**Run 1: cell outlines without signal wires**

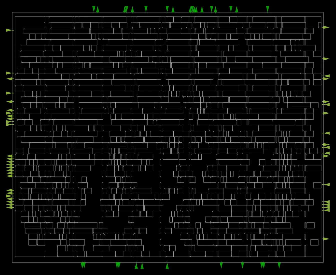
**Run 1: met3 routing**

The bar under the picture is 50 um long.
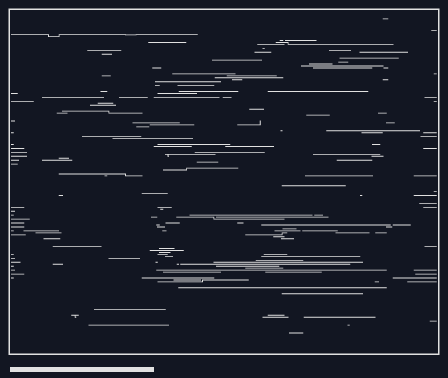
**Run 1: I/O nets highlighted**

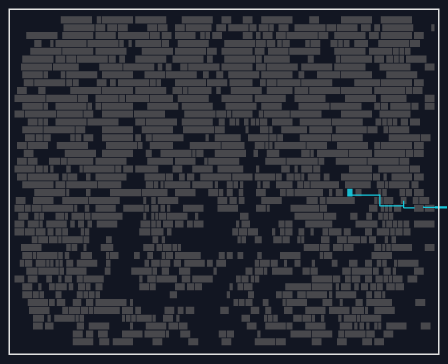
==> src/rtl/retry_replay_buffer.sv <==
// Retry/replay buffer: stores every issued payload by ID until released, replays on request,
// and aborts an ID once it has been replayed MaxRetries times.
module retry_replay_buffer #(
  parameter int DataWidth  = 16,
  parameter int IDSize     = 3,
  parameter int MaxRetries = 3
) (
  input  logic                 clk_i,
  input  logic                 rst_i,
  input  logic [DataWidth-1:0] data_i,
  input  logic                 valid_i,
  output logic                 ready_o,
  output logic [DataWidth-1:0] data_o,
  output logic [IDSize-1:0]    id_o,
  output logic                 valid_o,
  input  logic                 ready_i,
  input  logic                 retry_valid_i,
  input  logic [IDSize-1:0]    retry_id_i,
  output logic                 retry_ready_o,
  input  logic                 release_valid_i,
  input  logic [IDSize-1:0]    release_id_i,
  output logic                 abort_o,
  output logic [IDSize-1:0]    abort_id_o,
  output logic [IDSize:0]      occupancy_o,
  output logic [15:0]          retry_count_o
);

  localparam int Depth = 2 ** IDSize;
  localparam int CntW  = (MaxRetries < 1) ? 1 : $clog2(MaxRetries + 1);
  localparam logic [CntW-1:0] MaxCnt = CntW'(MaxRetries);

  // Handshakes: a beat transfers on a rising edge where valid and ready are both 1.
  // valid_o/data_o/id_o never change while valid_o=1 and ready_i=0, and ready_o
  // never looks at valid_i.

  logic [DataWidth-1:0] mem [Depth];
  logic [Depth-1:0]     busy_q, busy_d;
  logic [Depth-1:0]     pending_q, pending_d;
  logic [CntW-1:0]      cnt_q [Depth];
  logic [CntW-1:0]      cnt_d [Depth];
  logic [IDSize-1:0]    next_id_q;
  logic                 valid_q;
  logic [DataWidth-1:0] data_q;
  logic [IDSize-1:0]    id_q;
  logic                 abort_q;
  logic [IDSize-1:0]    abort_id_q;
  logic [IDSize:0]      occ_q;
  logic [15:0]          retry_cnt_q;

  logic                 free;
  logic                 any_pending;
  logic                 replay;
  logic                 accept;
  logic [IDSize-1:0]    replay_id;
  logic                 rel_hit;
  logic                 retry_ok;
  logic                 abort_fire;
  logic                 retry_inc;

  function automatic logic [IDSize:0] popcount(input logic [Depth-1:0] v);
    logic [IDSize:0] n;
    n = '0;
    for (int i = 0; i < Depth; i++) n = n + (IDSize + 1)'(v[i]);
    return n;
  endfunction

  assign free        = !valid_q || ready_i;
  assign any_pending = |pending_q;
  assign ready_o     = free && !busy_q[next_id_q] && !any_pending;
  assign replay      = free && any_pending;
  assign accept      = valid_i && ready_o;
  assign rel_hit     = release_valid_i && busy_q[release_id_i];

  // Lowest-index pending entry wins the replay slot.
  always_comb begin
    replay_id = '0;
    for (int i = Depth - 1; i >= 0; i--) begin
      if (pending_q[i]) replay_id = IDSize'(i);
    end
  end

  // Launches (replay or new beat) are applied before the retry is judged;
  // a release of the same ID overrides the retry entirely.
  always_comb begin
    busy_d     = busy_q;
    pending_d  = pending_q;
    cnt_d      = cnt_q;
    abort_fire = 1'b0;
    retry_inc  = 1'b0;
    retry_ok   = 1'b0;

    if (replay) pending_d[replay_id] = 1'b0;
    if (accept) begin
      busy_d[next_id_q] = 1'b1;
      cnt_d[next_id_q]  = '0;
    end

    retry_ok = retry_valid_i && busy_d[retry_id_i] && !pending_d[retry_id_i] &&
               !(rel_hit && (release_id_i == retry_id_i));

    if (retry_ok) begin
      if (cnt_d[retry_id_i] == MaxCnt) begin
        busy_d[retry_id_i] = 1'b0;
        abort_fire         = 1'b1;
      end else begin
        pending_d[retry_id_i] = 1'b1;
        cnt_d[retry_id_i]     = cnt_d[retry_id_i] + 1'b1;
        retry_inc             = 1'b1;
      end
    end

    if (rel_hit) begin
      busy_d[release_id_i]    = 1'b0;
      pending_d[release_id_i] = 1'b0;
      cnt_d[release_id_i]     = '0;
    end
  end

  // Payload storage carries no reset; busy/pending decide what is meaningful.
  always_ff @(posedge clk_i) begin
    if (accept) mem[next_id_q] <= data_i;
  end

  always_ff @(posedge clk_i) begin
    if (rst_i) begin
      busy_q      <= '0;
      pending_q   <= '0;
      for (int i = 0; i < Depth; i++) cnt_q[i] <= '0;
      next_id_q   <= '0;
      valid_q     <= 1'b0;
      data_q      <= '0;
      id_q        <= '0;
      abort_q     <= 1'b0;
      abort_id_q  <= '0;
      occ_q       <= '0;
      retry_cnt_q <= '0;
    end else begin
      busy_q    <= busy_d;
      pending_q <= pending_d;
      cnt_q     <= cnt_d;
      occ_q     <= popcount(busy_q);
      abort_q   <= abort_fire;
      if (abort_fire) abort_id_q <= retry_id_i;
      if (accept) next_id_q <= next_id_q + 1'b1;
      if (retry_inc && (retry_cnt_q != 16'hFFFF)) retry_cnt_q <= retry_cnt_q + 16'd1;

      if (free) begin
        if (replay) begin
          valid_q <= 1'b1;
          data_q  <= mem[replay_id];
          id_q    <= replay_id;
        end else if (accept) begin
          valid_q <= 1'b1;
          data_q  <= data_i;
          id_q    <= next_id_q;
        end else begin
          valid_q <= 1'b0;
        end
      end
    end
  end

  assign valid_o       = valid_q;
  assign data_o        = data_q;
  assign id_o          = id_q;
  assign abort_o       = abort_q;
  assign abort_id_o    = abort_id_q;
  assign occupancy_o   = occ_q;
  assign retry_count_o = retry_cnt_q;
  assign retry_ready_o = 1'b1;

endmodule

==> config.mk <==
export PLATFORM = sky130hd
export DESIGN_NAME = retry_replay_buffer
export DESIGN_NICKNAME = d
export VERILOG_FILES = /design/src/rtl/retry_replay_buffer.sv
export SDC_FILE = /design/constraint.sdc
export NUM_CORES = 1
export LEC_CHECK = 0
export ABC_AREA = 0
export CAP_MARGIN = 20
export CORE_ASPECT_RATIO = 0.8
export CORE_UTILIZATION = 55
export DETAILED_ROUTE_END_ITERATION = 8
export PLACE_DENSITY = 0.76
export SLEW_MARGIN = 25
export SYNTH_ARGS = -nofsm -noshare
export SYNTH_HDL_FRONTEND = slang
export SYNTH_SLANG_ARGS = --single-unit
==> constraint.sdc <==
create_clock -name clk_i -period 8.8 [get_ports clk_i]
set_input_delay 0.88 -clock clk_i [delete_from_list [all_inputs] [get_ports clk_i]]
set_output_delay 0.88 -clock clk_i [all_outputs]
set_load 0.03 [all_outputs]
==> impl_summary.log, run 1 <==
[flow] final metrics
INFO  metric status = complete, no violations
INFO  metric worst_hold_startpoint = cnt_q[2]
INFO  metric worstRegToRegCells = 11
INFO  metric synth_chip_area = 9420 um^2
INFO  metric crit_chain = clkdlybuf4s50_1, nand2b_1, nand3_2, a211oi_1, a22oi_1, o21bai_1, inv_1, ha_1, nor2_4, nand2_2, or4_1, a21oi_1
INFO  metric die_width = 148 um
INFO  metric ys_top_logic_family = simple AND/OR/NAND/NOR gates
INFO  metric grt_start_max_net_pins = approximately 63
INFO  metric syn_avg_cell_area = 12.4 um^2
INFO  metric post_drt_via_cell_ratio = 6.29
INFO  metric first_pass_iters = 5
INFO  metric holdPathEnd = cnt_q[2]
INFO  metric syn_to_final_growth = 17.7%
INFO  metric timing.critical_path.slowest_cell_delay = 0.74 ns
INFO  metric mostFrequentLayoutCell = sky130_fd_sc_hd__edfxtp_1
INFO  metric die_y = 119 um
INFO  metric enable_flop_cells = 128
INFO  metric critical_path_cell_count = 12
INFO  metric antenna_found_initial = 0
INFO  metric finalWeightedCongestion = 0.933
INFO  metric power_density = roughly 230 nW/um^2
INFO  metric inverters = 18
INFO  metric cap_violations = 0
INFO  metric yosysMostFrequentCell = sky130_fd_sc_hd__edfxtp_1
INFO  metric clk_root_buffer_cell = sky130_fd_sc_hd__clkbuf_16
INFO  metric holdCritPathClass = register to register
INFO  metric mappedNetlistNets = 797
INFO  metric power.switching = 697 uW
INFO  metric worstReg2RegStart = pending_q[0]
INFO  metric fraction_of_layout_cells_with_a_size_suffix_above_1 = 0.123
INFO  metric cpLargestDelayFamily = AND-OR/OR-AND gates
INFO  metric seq_cells = a little over 200
INFO  metric post_synth_instance_area = about 9400 um^2
INFO  metric number_of_instances_on_the_worst_hold_path = 2
INFO  metric async_flop_share = 0
INFO  metric post-route-period-util = 0.531
INFO  metric fraction_of_area_in_registers = 0.489
INFO  metric post_synth_and_or_nand_nor_area_fraction = 0.136
INFO  metric crit-reg2reg-capture = retry_count_o[10]
INFO  metric finalSetupViolCount = 0
INFO  metric global_route.overflow_total = 0
INFO  metric count_of_clock_tree_sinks = 207
INFO  metric grt_setup_unrepaired = false
INFO  metric vdd_drop_max = ~0.15 mV
INFO  metric clockNetworkAreaShare = 0.0666
INFO  metric max_clock_freq = 0.214 GHz
INFO  metric worst-slew-pin-transition = 1.02 ns
INFO  metric category_of_the_most_critical_setup_path = input port to register
INFO  metric combinational_gate_area = roughly 3800 um^2
INFO  metric yosys-stat-cells = around 760
INFO  metric postLayoutCellArea = 11100 um^2
INFO  metric fill_cells = between 1000 and 1500
INFO  metric cp_capture_type = register
INFO  metric drc_errors = 0
INFO  metric synthesis.instances = 759
INFO  metric power.share.switching = 0.279
INFO  metric tns = 0 ns
INFO  metric logic_gates = 488
INFO  metric worst_setup_path_end = retry_count_o[10]
INFO  metric final-nonclk-buf-share = 0.0747
INFO  metric power.share.sequential = 0.451
INFO  metric synth_flop_count = 207
INFO  metric period_minus_slack = ~4.7 ns
INFO  metric yosys_adder_share = 0.0165
INFO  metric cp_max_fo = 20
INFO  metric cts.reportedPaths.clkPinSlew = about 0.060 ns
INFO  metric placed_cell_area = between 10000 and 15000 um^2
INFO  metric post_cts.resized_instances = 0
INFO  metric seq_area = 5430 um^2
INFO  metric yosys_warnings = 0
INFO  metric log.warning_count = 26
INFO  metric synth_xor_xnor_area_share = 0.00558
INFO  metric combPwrFrac = 0.177
INFO  metric data_arrival_time_of_the_critical_path = 5.11 ns
INFO  metric power_leakage = 0.00395 uW
INFO  metric ctsHtreeMaxLevel = 1
INFO  metric drtAntennaViolNets = 0
INFO  metric cts_tree = built
INFO  metric topCellsByArea = sky130_fd_sc_hd__edfxtp_1, sky130_fd_sc_hd__dfxtp_1, sky130_fd_sc_hd__mux2i_1
INFO  metric common_cells = sky130_fd_sc_hd__edfxtp_1, sky130_fd_sc_hd__dfxtp_1, sky130_fd_sc_hd__mux2i_1, sky130_fd_sc_hd__nor2_1, sky130_fd_sc_hd__a21oi_1
INFO  metric cts-root-to-sink-buffers = 3
INFO  metric crit_path_from = ready_i
INFO  metric tritoncts.num_buffers = 22
INFO  metric boundaryPins = 74
INFO  metric antenna_cells_inserted = 0
INFO  metric synth_area_leader_cell = sky130_fd_sc_hd__edfxtp_1
INFO  metric routed_wire_length_per_instance = 22.8 um
INFO  metric logic_share_of_the_area = 0.338
INFO  metric power_frac_clock = 0.372
INFO  metric core_util_floorplan = 0.565
INFO  metric critPathRequiredTime = 9.24 ns
INFO  metric n_clock_buffer = 27
INFO  metric dieArea = around 18000 um^2
INFO  metric netlist.area_leader.share = 0.408
INFO  metric int_pwr = 1800 uW
INFO  metric cts_post_setup_buffers_inserted = 0
INFO  metric dominant-cell-class = registers
INFO  metric worst_slew_margin = 0.319
INFO  metric crit_path_top_delay_cell = sky130_fd_sc_hd__o21bai_1
INFO  metric dp_worst_setup_slack = roughly 3.7 ns
INFO  metric most-common-layout-cells = sky130_fd_sc_hd__edfxtp_1, sky130_fd_sc_hd__dfxtp_1, sky130_fd_sc_hd__clkdlybuf4s50_1, sky130_fd_sc_hd__mux2i_1, sky130_fd_sc_hd__nor2_1
INFO  metric final-max-slew-violation-count = 0
INFO  metric layout.non_clock_buffers = between 80 and 90
INFO  metric hold_buffers = 0
INFO  metric place.detailed.hpwl = 15.6 mm
INFO  metric drt_first_iter_violations = 607
INFO  metric timing.critical_path.buf_inv = 2
INFO  metric mux_contribution_to_synthesized_area = 0.107
INFO  metric final-hold-violation-count = 0
INFO  metric clk-insertion-delay-late = 0.51 ns
INFO  metric first_global_vias = 6462
INFO  metric clock-skew-final = roughly 0.019 ns
INFO  metric final_nets = 862
INFO  metric grtUsageTotal = 0.280
INFO  metric postSynthSeqShare = 0.576
INFO  metric critical_path.startpoint_type = input port
INFO  metric placed_cells_incl_taps = ~1000
INFO  metric netlist-cell-type-count = roughly 80
INFO  metric r2r_slack = 4.27 ns
INFO  metric final.hold.worst_slack = approximately 0.47 ns
INFO  metric p_total = 2500 uW
INFO  metric wire_length_of_the_first_global_routing_pass = 37.2 mm
INFO  metric ys_sh_aoi = 0.129
INFO  metric io_buffer_count = around 72
INFO  metric post-route-worst-setup-slack = 4.13 ns
INFO  metric postSynth.topFlopCell = sky130_fd_sc_hd__edfxtp_1
-- 'cell outlines without signal wires' (at the start) --
Post-Route Utilization: 0.665
post-route insts no fill: 1060
Std-Cell Rows: 42
number of tap cells added at floorplan: 220
core area: 16700 um^2

-- 'met3 routing' (at the start) --
main direction: horizontal
wire length on this layer: 2070 um
GR Layer Usage met3: 0.0579
via count: 6670
routed wire length: 24.2 mm

-- 'I/O nets highlighted' (at the start) --
| port | color | bits | direction | end cells | buffers | wire |
|---|---|---|---|---|---|---|
| `ready_o` | cyan | 1 | output | 1 | 1 | 33.7 um |

run 1: power groups by stage:
stage | combinational [uW] | clock (uW) | sequential, uW
after floorplan | 257 | 0 | 1170
after global placement | 425 | 0 | 1140
after detailed placement | 435 | 0 | 1150
after CTS | 440 | 939 | 1130
after global routing | 472 | 978 | 1130
final | 442 | 930 | 1130
run 1: flip-flops by register name (all words and copies together) (netlist names):
name	flops
abort_id_o	3
abort_o	1
busy_q	8
cnt_q	16
data_o	16
id_o	3
mem	128
next_id_q	3
occupancy_o	4
pending_q	8
retry_count_o	16
valid_o	1
run 1: layer usage:
metal / vias up / global-route usage / part of all wire
met5: - / 0 / 0
met1: 3294 / 0.413 / 0.45
met4: 0 / 0.0702 / 0.017
met3: 39 / 0.0579 / 0.086
met2: 309 / 0.424 / 0.45
li1: 3028 / - / -
**Run 1: M2 wires**

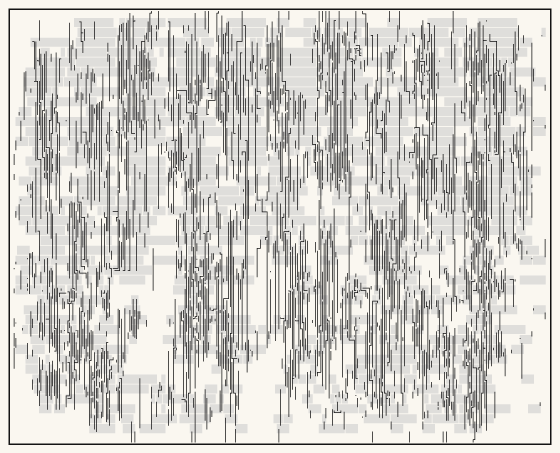

--- run 2 (diff from run 1) ---
- CORE_UTILIZATION: 55 -> 53
- clock period: 8.8 -> 4.1 ns (I/O delays scaled with it)
**Run 2: M2 wires**

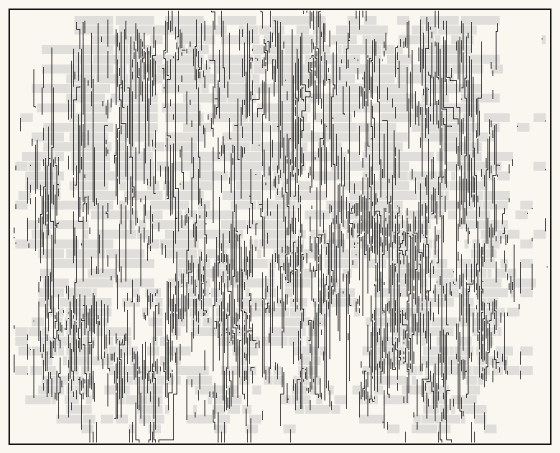
main direction: vertical
share of all routed wire: 44%
routed wire length: 24.1 mm
met2 GRT Util: 0.405
via count: 6786

**Run 2: met3 routing**

The bar under the picture is 50 um long.
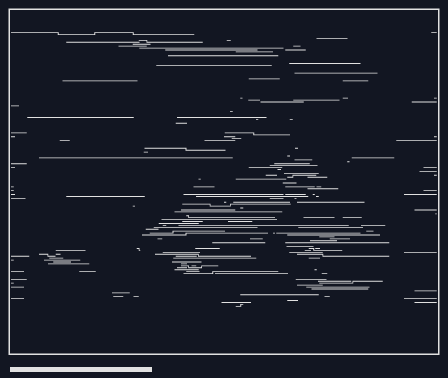
GR Layer Usage met3: 0.0564

==> run 2 against run 1 <==
  * Combinational power is 120% higher
  * Clock-buffer cell count is 5 higher
  * Hold slack better by 0.0058 ns
  * Routed wire length is 0.21% lower
  * Final area rose by 0.97%
  * Area after synthesis unchanged
  * Highest routed layer unchanged
==> impl_summary.log, run 2 <==
[flow] final metrics
INFO  metric yosysMostFrequentCell = sky130_fd_sc_hd__edfxtp_1
INFO  metric synth_xor_xnor_area_share = 0.00558
INFO  metric boundaryPins = 74
INFO  metric category_of_the_most_critical_setup_path = register to register
INFO  metric drtAntennaViolNets = 0
INFO  metric tns = 0 ns
INFO  metric wire_length_of_the_first_global_routing_pass = 37.1 mm
INFO  metric finalSetupViolCount = 0
INFO  metric nWellTaps = 225
INFO  metric routed_wire_length_per_instance = 22.3 um
INFO  metric critical_path.startpoint_type = register
INFO  metric worst_slew_margin = 0.330
INFO  metric clock-skew-final = around 0.011 ns
INFO  metric final-nonclk-buf-share = 0.0879
INFO  metric n_clock_buffer = 32
INFO  metric yosys-stat-cells = 759
INFO  metric first_global_vias = 6525
INFO  metric final_core_utilization = 0.644
INFO  metric largest_register = mem
INFO  metric mostFrequentLayoutCell = sky130_fd_sc_hd__edfxtp_1
INFO  metric syn_avg_cell_area = 12.4 um^2
INFO  metric vdd_drop_max = 0.373 mV
INFO  metric cts.reportedPaths.clkPinSlew = 0.06 ns
INFO  metric tritoncts.num_buffers = 22
INFO  metric ys_top_logic_family = simple AND/OR/NAND/NOR gates
INFO  metric synth_flop_count = 207
INFO  metric yosys_warnings = 0
INFO  metric pwr.group.sequential = about 2400 uW
INFO  metric log.warning_count = 26
INFO  metric final_nets = 881
INFO  metric layout.non_clock_buffers = 106
INFO  metric top_signal_layer_used = met4
INFO  metric antenna_cells_inserted = 0
INFO  metric common_cells = sky130_fd_sc_hd__edfxtp_1, sky130_fd_sc_hd__dfxtp_1, sky130_fd_sc_hd__mux2i_1, sky130_fd_sc_hd__nor2_1, sky130_fd_sc_hd__a21oi_1
INFO  metric final.hold.worst_slack = 0.480 ns
INFO  metric r2r_slack = 0.25 ns
INFO  metric synthesis.instances = 759
INFO  metric netlist-cell-type-count = 80
INFO  metric inverters = 18
INFO  metric enable_flop_cells = 128
INFO  metric placed_cell_area = 10500 um^2
INFO  metric holdCritPathClass = register to register
INFO  metric syn_to_final_growth = 18.9%
INFO  metric first_pass_iters = 4
INFO  metric topCellsByArea = sky130_fd_sc_hd__edfxtp_1, sky130_fd_sc_hd__dfxtp_1, sky130_fd_sc_hd__mux2i_1
INFO  metric postSynth.topFlopCell = sky130_fd_sc_hd__edfxtp_1
INFO  metric power_leakage = 0.00403 uW
INFO  metric holdPathEnd = cnt_q[2]
INFO  metric period_minus_slack = 3.85 ns
INFO  metric mappedNetlistNets = 797
INFO  metric crit-reg2reg-capture = retry_count_o[15]
INFO  metric seq_area = approximately 5400 um^2
INFO  metric fraction_of_layout_cells_with_a_size_suffix_above_1 = 0.137
INFO  metric crit_path_from = next_id_q[1]
INFO  metric wl_met2 = around 11 mm
INFO  metric dieArea = 18300 um^2
INFO  metric final-hold-violation-count = 0
INFO  metric postLayoutCellArea = between 10000 and 15000 um^2
INFO  metric async_flop_share = 0
INFO  metric int_pwr = 3810 uW
INFO  metric clk_root_buffer_cell = sky130_fd_sc_hd__clkbuf_16
INFO  metric post_synth_and_or_nand_nor_area_fraction = 0.136
INFO  metric cpLargestDelayFamily = simple AND/OR/NAND/NOR gates
INFO  metric post_drt_via_cell_ratio = 6.26
INFO  metric logic_share_of_the_area = 0.335
INFO  metric pg_clk = 1880 uW
INFO  metric yosys_adder_share = 0.0165
INFO  metric netlist.area_leader.share = 0.408
INFO  metric cp_max_fo = 20
INFO  metric p_total = ~5300 uW
INFO  metric post-route-worst-setup-slack = about 0.25 ns
INFO  metric dp_worst_setup_slack = 0.185 ns
INFO  metric mux_contribution_to_synthesized_area = 0.107
INFO  metric die_y = roughly 120 um
INFO  metric post-route-period-util = 0.940
INFO  metric grtUsageTotal = 0.271
INFO  metric io_buffer_count = 72
INFO  metric cts-root-to-sink-buffers = 3
INFO  metric worstReg2RegStart = next_id_q[1]
INFO  metric combPwrFrac = 0.188
INFO  metric die_width = 151 um
INFO  metric worst_hold_startpoint = cnt_q[2]
INFO  metric cp_capture_type = register
INFO  metric top_usage_layer = met2
INFO  metric critical_path_cell_count = 13
INFO  metric synth_area_leader_cell = sky130_fd_sc_hd__edfxtp_1
INFO  metric hold_buffers = 0
INFO  metric crit_chain = nand2b_1, a2bb2oi_4, and2_1, or3_1, nor2_1, nor2b_1, o22ai_1, nor3_1, ha_1, nor2_4, nand2_2, or4_1, a21oi_1
INFO  metric fraction_of_area_in_registers = 0.485
INFO  metric number_of_instances_on_the_worst_hold_path = 2
INFO  metric critPathRequiredTime = 4.53 ns
INFO  metric crit_path_top_delay_cell = sky130_fd_sc_hd__dfxtp_1
INFO  metric data_arrival_time_of_the_critical_path = roughly 4.3 ns
INFO  metric most-common-layout-cells = sky130_fd_sc_hd__edfxtp_1, sky130_fd_sc_hd__dfxtp_1, sky130_fd_sc_hd__clkdlybuf4s50_1, sky130_fd_sc_hd__mux2i_1, sky130_fd_sc_hd__nor2_1
INFO  metric power_frac_clock = 0.356
INFO  metric post_cts.resized_instances = 0
INFO  metric clockNetworkAreaShare = 0.0615
INFO  metric post_layout_nonfiller_instances = 1084
INFO  metric post_synth_instance_area = roughly 9400 um^2
INFO  metric placementRows = 43
INFO  metric global_route.overflow_total = 0
INFO  metric power_density = between 400 and 500 nW/um^2
INFO  metric timing.critical_path.slowest_cell_delay = a little over 0.6 ns
INFO  metric routedLengthMet1 = between 10 and 15 mm
INFO  metric clk-insertion-delay-late = 0.51 ns
INFO  metric pwr_top = registers
INFO  metric max_reg_flops = approximately 130
INFO  metric final-max-slew-violation-count = 0
INFO  metric drt_first_iter_violations = 559
INFO  metric worstRegToRegCells = 13
INFO  metric ys_sh_aoi = 0.129
INFO  metric synth_chip_area = 9420 um^2
INFO  metric combinational_gate_area = about 3700 um^2
INFO  metric core = between 15000 and 20000 um^2
INFO  metric timing.critical_path.buf_inv = 0
INFO  metric worst-slew-pin-transition = 1.00 ns
INFO  metric antenna_found_initial = 0
INFO  metric dominant-cell-class = registers
INFO  metric status = complete, no violations
INFO  metric grt_setup_unrepaired = false
INFO  metric seq_cells = 207
INFO  metric p_comb = 993 uW
INFO  metric core_util_floorplan = 0.542
INFO  metric fill_cells = 1296
INFO  metric place.detailed.hpwl = 16.0 mm
INFO  metric placed_cells_incl_taps = 1044
INFO  metric cts_tree = built
INFO  metric max_clock_freq = roughly 0.26 GHz
INFO  metric ctsHtreeMaxLevel = 1
INFO  metric power.share.sequential = 0.456
-- run 2: worst register-to-register path, stage by stage (launching register included) --
cell,delay (ns)
sky130_fd_sc_hd__dfxtp_1,0.61
sky130_fd_sc_hd__nand2b_1,0.31
sky130_fd_sc_hd__a2bb2oi_4,0.29
sky130_fd_sc_hd__and2_1,0.20
sky130_fd_sc_hd__or3_1,0.41
sky130_fd_sc_hd__nor2_1,0.21
sky130_fd_sc_hd__nor2b_1,0.10
sky130_fd_sc_hd__o22ai_1,0.18
sky130_fd_sc_hd__nor3_1,0.08
sky130_fd_sc_hd__ha_1,0.28
sky130_fd_sc_hd__nor2_4,0.17
sky130_fd_sc_hd__nand2_2,0.22
sky130_fd_sc_hd__or4_1,0.56
sky130_fd_sc_hd__a21oi_1,0.15
--- run 3 (diff from run 2) ---
- CAP_MARGIN: 20 -> not set
- TNS_END_PERCENT: not set -> 10
**Run 3: I/O nets highlighted**

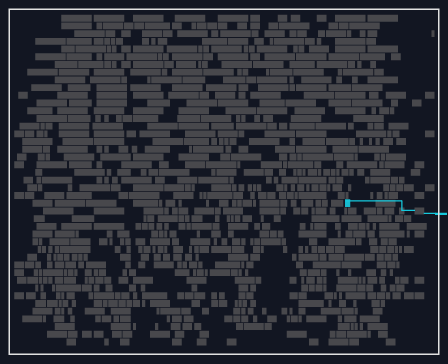
| port | color | bits | direction | end cells | buffers | wire |
|---|---|---|---|---|---|---|
| `ready_o` | cyan | 1 | output | 1 | 1 | 32.3 um |
boundary pin count: 74
count of input and output buffers: 72

**Run 3: placement by cell class**

Fill, decap, tap and diode cells in gray.
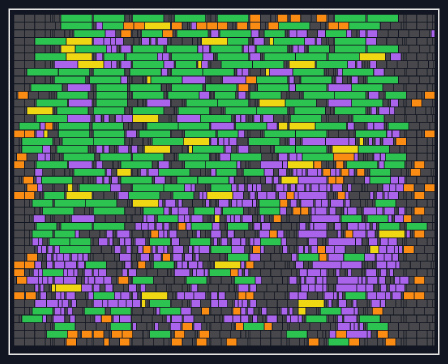
| class | color | cells | share of their area |
|---|---|---|---|
| clock drivers and dummy loads | yellow | 40 | 6.3% |
| flops | green | 207 | 50% |
| all other logic | purple | 506 | 35% |
| other buffers and delay cells | orange | 106 | 9.0% |

==> run 3 against run 2 <==
  * Via count unchanged
  * Power unchanged
  * Clock-buffer cell count unchanged
  * Register-to-register slack about the same
  * Clock skew unchanged
  * Worst setup slack unchanged
  * Sequential power about the same
  * Area after synthesis unchanged
==> impl_summary.log, run 3 <==
[flow] final metrics
INFO  metric status = complete, no violations
INFO  metric p_comb = 993 uW
INFO  metric global_route.overflow_total = 0
INFO  metric syn_avg_cell_area = 12.4 um^2
INFO  metric r2r_slack = 0.25 ns
INFO  metric crit_path_from = next_id_q[1]
INFO  metric die_width = 151 um
INFO  metric final_nets = slightly below 900
INFO  metric met3_routed_length = roughly 2.2 mm
INFO  metric synth_flop_count = 207
INFO  metric placed_cells_incl_taps = 1044
INFO  metric crit_chain = nand2b_1, a2bb2oi_4, and2_1, or3_1, nor2_1, nor2b_1, o22ai_1, nor3_1, ha_1, nor2_4, nand2_2, or4_1, a21oi_1
INFO  metric first_global_vias = 6525
INFO  metric antenna_cells_inserted = 0
INFO  metric first_pass_iters = 4
INFO  metric grt_util_met1 = 0.394
INFO  metric clk_root_buffer_cell = sky130_fd_sc_hd__clkbuf_16
INFO  metric antenna_found_initial = 0
INFO  metric die_y = 121 um
INFO  metric placed_cell_area = 10500 um^2
INFO  metric synth_chip_area = 9420 um^2
INFO  metric tritoncts.num_buffers = 22
INFO  metric fill_cells = 1296
INFO  metric most-common-layout-cells = sky130_fd_sc_hd__edfxtp_1, sky130_fd_sc_hd__dfxtp_1, sky130_fd_sc_hd__clkdlybuf4s50_1, sky130_fd_sc_hd__mux2i_1, sky130_fd_sc_hd__nor2_1
INFO  metric post_layout_nonfiller_instances = 1084
INFO  metric power.share.switching = 0.280
INFO  metric holdCritPathClass = register to register
INFO  metric yosys_warnings = 0
INFO  metric grt_setup_unrepaired = false
INFO  metric mux_contribution_to_synthesized_area = 0.107
INFO  metric critPathRequiredTime = around 4.5 ns
INFO  metric cts_tree = built
INFO  metric pwr_top = registers
INFO  metric topCellsByArea = sky130_fd_sc_hd__edfxtp_1, sky130_fd_sc_hd__dfxtp_1, sky130_fd_sc_hd__mux2i_1
INFO  metric drc_errors = 0
INFO  metric worst_setup_path_end = retry_count_o[15]
INFO  metric worstReg2RegStart = next_id_q[1]
INFO  metric vdd_drop_max = roughly 0.37 mV
INFO  metric top_usage_layer = met2
INFO  metric power_frac_clock = 0.356
INFO  metric dieArea = 18300 um^2
INFO  metric int_pwr = ~3800 uW
INFO  metric max_clock_freq = roughly 0.26 GHz
INFO  metric critical_path_cell_count = 13
INFO  metric log.warning_count = 26
INFO  metric crit-reg2reg-capture = retry_count_o[15]
INFO  metric yosysMostFrequentCell = sky130_fd_sc_hd__edfxtp_1
INFO  metric fraction_of_layout_cells_with_a_size_suffix_above_1 = 0.137
INFO  metric post_synth_and_or_nand_nor_area_fraction = 0.136
INFO  metric enable_flop_cells = 128
INFO  metric async_flop_share = 0
INFO  metric core = 17400 um^2
INFO  metric count_of_clock_tree_sinks = 207
INFO  metric worstRegToRegCells = 13
INFO  metric power.switching = 1480 uW
INFO  metric cp_max_fo = 20
INFO  metric timing.critical_path.buf_inv = 0
INFO  metric dp_worst_setup_slack = approximately 0.19 ns
INFO  metric vias = about 6800
INFO  metric postLayoutCellArea = 11200 um^2
INFO  metric drt_first_iter_violations = 559
INFO  metric common_cells = sky130_fd_sc_hd__edfxtp_1, sky130_fd_sc_hd__dfxtp_1, sky130_fd_sc_hd__mux2i_1, sky130_fd_sc_hd__nor2_1, sky130_fd_sc_hd__a21oi_1
INFO  metric clock-skew-final = ~0.011 ns
INFO  metric netlist-cell-type-count = 80
INFO  metric post_drt_via_cell_ratio = 6.26
INFO  metric post_cts.resized_instances = 0
INFO  metric timing.critical_path.slowest_cell_delay = 0.61 ns
INFO  metric grt_start_max_net_pins = 53
INFO  metric placementRows = between 40 and 50
INFO  metric worst_slew_margin = 0.330
INFO  metric power_density = ~470 nW/um^2
INFO  metric mappedNetlistNets = 797
INFO  metric pg_clk = ~1900 uW
INFO  metric power.share.sequential = 0.456
INFO  metric postSynth.topFlopCell = sky130_fd_sc_hd__edfxtp_1
INFO  metric wl_met2 = 10.7 mm
INFO  metric cts.reportedPaths.clkPinSlew = approximately 0.06 ns
INFO  metric yosys_adder_share = 0.0165
INFO  metric synth_xor_xnor_area_share = 0.00558
INFO  metric top_signal_layer_used = met4
INFO  metric largest_register = mem
INFO  metric ctsHtreeMaxLevel = 1
INFO  metric postSynthSeqShare = 0.576
INFO  metric grtUsageMet2 = 0.405
INFO  metric grtUsageTotal = 0.271
INFO  metric routedLengthMet1 = roughly 11 mm
INFO  metric cts_post_setup_buffers_inserted = 0
INFO  metric detail_route.wirelength = 24.1 mm
INFO  metric ys_top_logic_family = simple AND/OR/NAND/NOR gates
INFO  metric category_of_the_most_critical_setup_path = register to register
INFO  metric final_core_utilization = 0.644
INFO  metric critical_path.startpoint_type = register
INFO  metric drtAntennaViolNets = 0
INFO  metric period_minus_slack = 3.85 ns
INFO  metric hold_buffers = 0
INFO  metric combPwrFrac = 0.188
INFO  metric finalWeightedCongestion = roughly 0.92
INFO  metric mostFrequentLayoutCell = sky130_fd_sc_hd__edfxtp_1
INFO  metric clk-insertion-delay-late = 0.51 ns
INFO  metric netlist.area_leader.share = 0.408
INFO  metric tns = 0 ns
INFO  metric final.hold.worst_slack = ~0.48 ns
INFO  metric pwr.group.sequential = 2410 uW
INFO  metric core_util_floorplan = 0.542
INFO  metric cts-root-to-sink-buffers = 3
INFO  metric post-route-period-util = 0.940
INFO  metric wire_length_of_the_first_global_routing_pass = 37.1 mm
INFO  metric global_route.usage.met3 = 0.0564
INFO  metric yosys-stat-cells = approximately 760
INFO  metric finalSetupViolCount = 0
INFO  metric max_reg_flops = roughly 130
INFO  metric final-max-slew-violation-count = 0
INFO  metric post_synth_instance_area = 9420 um^2
INFO  metric crit_path_top_delay_cell = sky130_fd_sc_hd__dfxtp_1
INFO  metric cap_violations = 0
INFO  metric place.detailed.hpwl = approximately 16 mm
INFO  metric power_leakage = 0.00403 uW
INFO  metric routed_wire_length_per_instance = 22.3 um
INFO  metric worst-slew-pin-transition = 1.00 ns
INFO  metric syn_to_final_growth = 18.9%
INFO  metric cp_capture_type = register
INFO  metric synth_area_leader_cell = sky130_fd_sc_hd__edfxtp_1
INFO  metric p_total = 5290 uW
INFO  metric synthesis.instances = approximately 760
INFO  metric final-hold-violation-count = 0
INFO  metric data_arrival_time_of_the_critical_path = around 4.3 ns
INFO  metric post-route-worst-setup-slack = 0.247 ns
INFO  metric cpLargestDelayFamily = simple AND/OR/NAND/NOR gates
INFO  metric ys_sh_aoi = 0.129
[run 3: cell type report]
type | count | area, um^2 | area share
clock buffers | 32 | 629 | 0.0562
multi-input cells | 488 | 3750 | 0.335
clock inverters | 8 | 58.8 | 0.00525
well taps | 225 | 282 | 0.0252
inverters | 18 | 67.6 | 0.00604
flip-flops and latches | 207 | 5430 | 0.485
repair buffers | 106 | 983 | 0.0879
[run 3: worst min-delay path by stage]
stage	startpoint	to	slack, ns	depth (start not counted)
after detailed placement	cnt_q[2]	cnt_q[2]	0.47	2
after floorplan	cnt_q[2]	cnt_q[2]	0.45	2
after global placement	cnt_q[2]	cnt_q[2]	0.47	2
after global routing	rst_i	abort_id_o[1]	0.50	2
after CTS	rst_i	abort_id_o[2]	0.48	2
final	cnt_q[2]	cnt_q[2]	0.48	2
Power figures rest on the tool's default switching activity, not on a simulated workload.
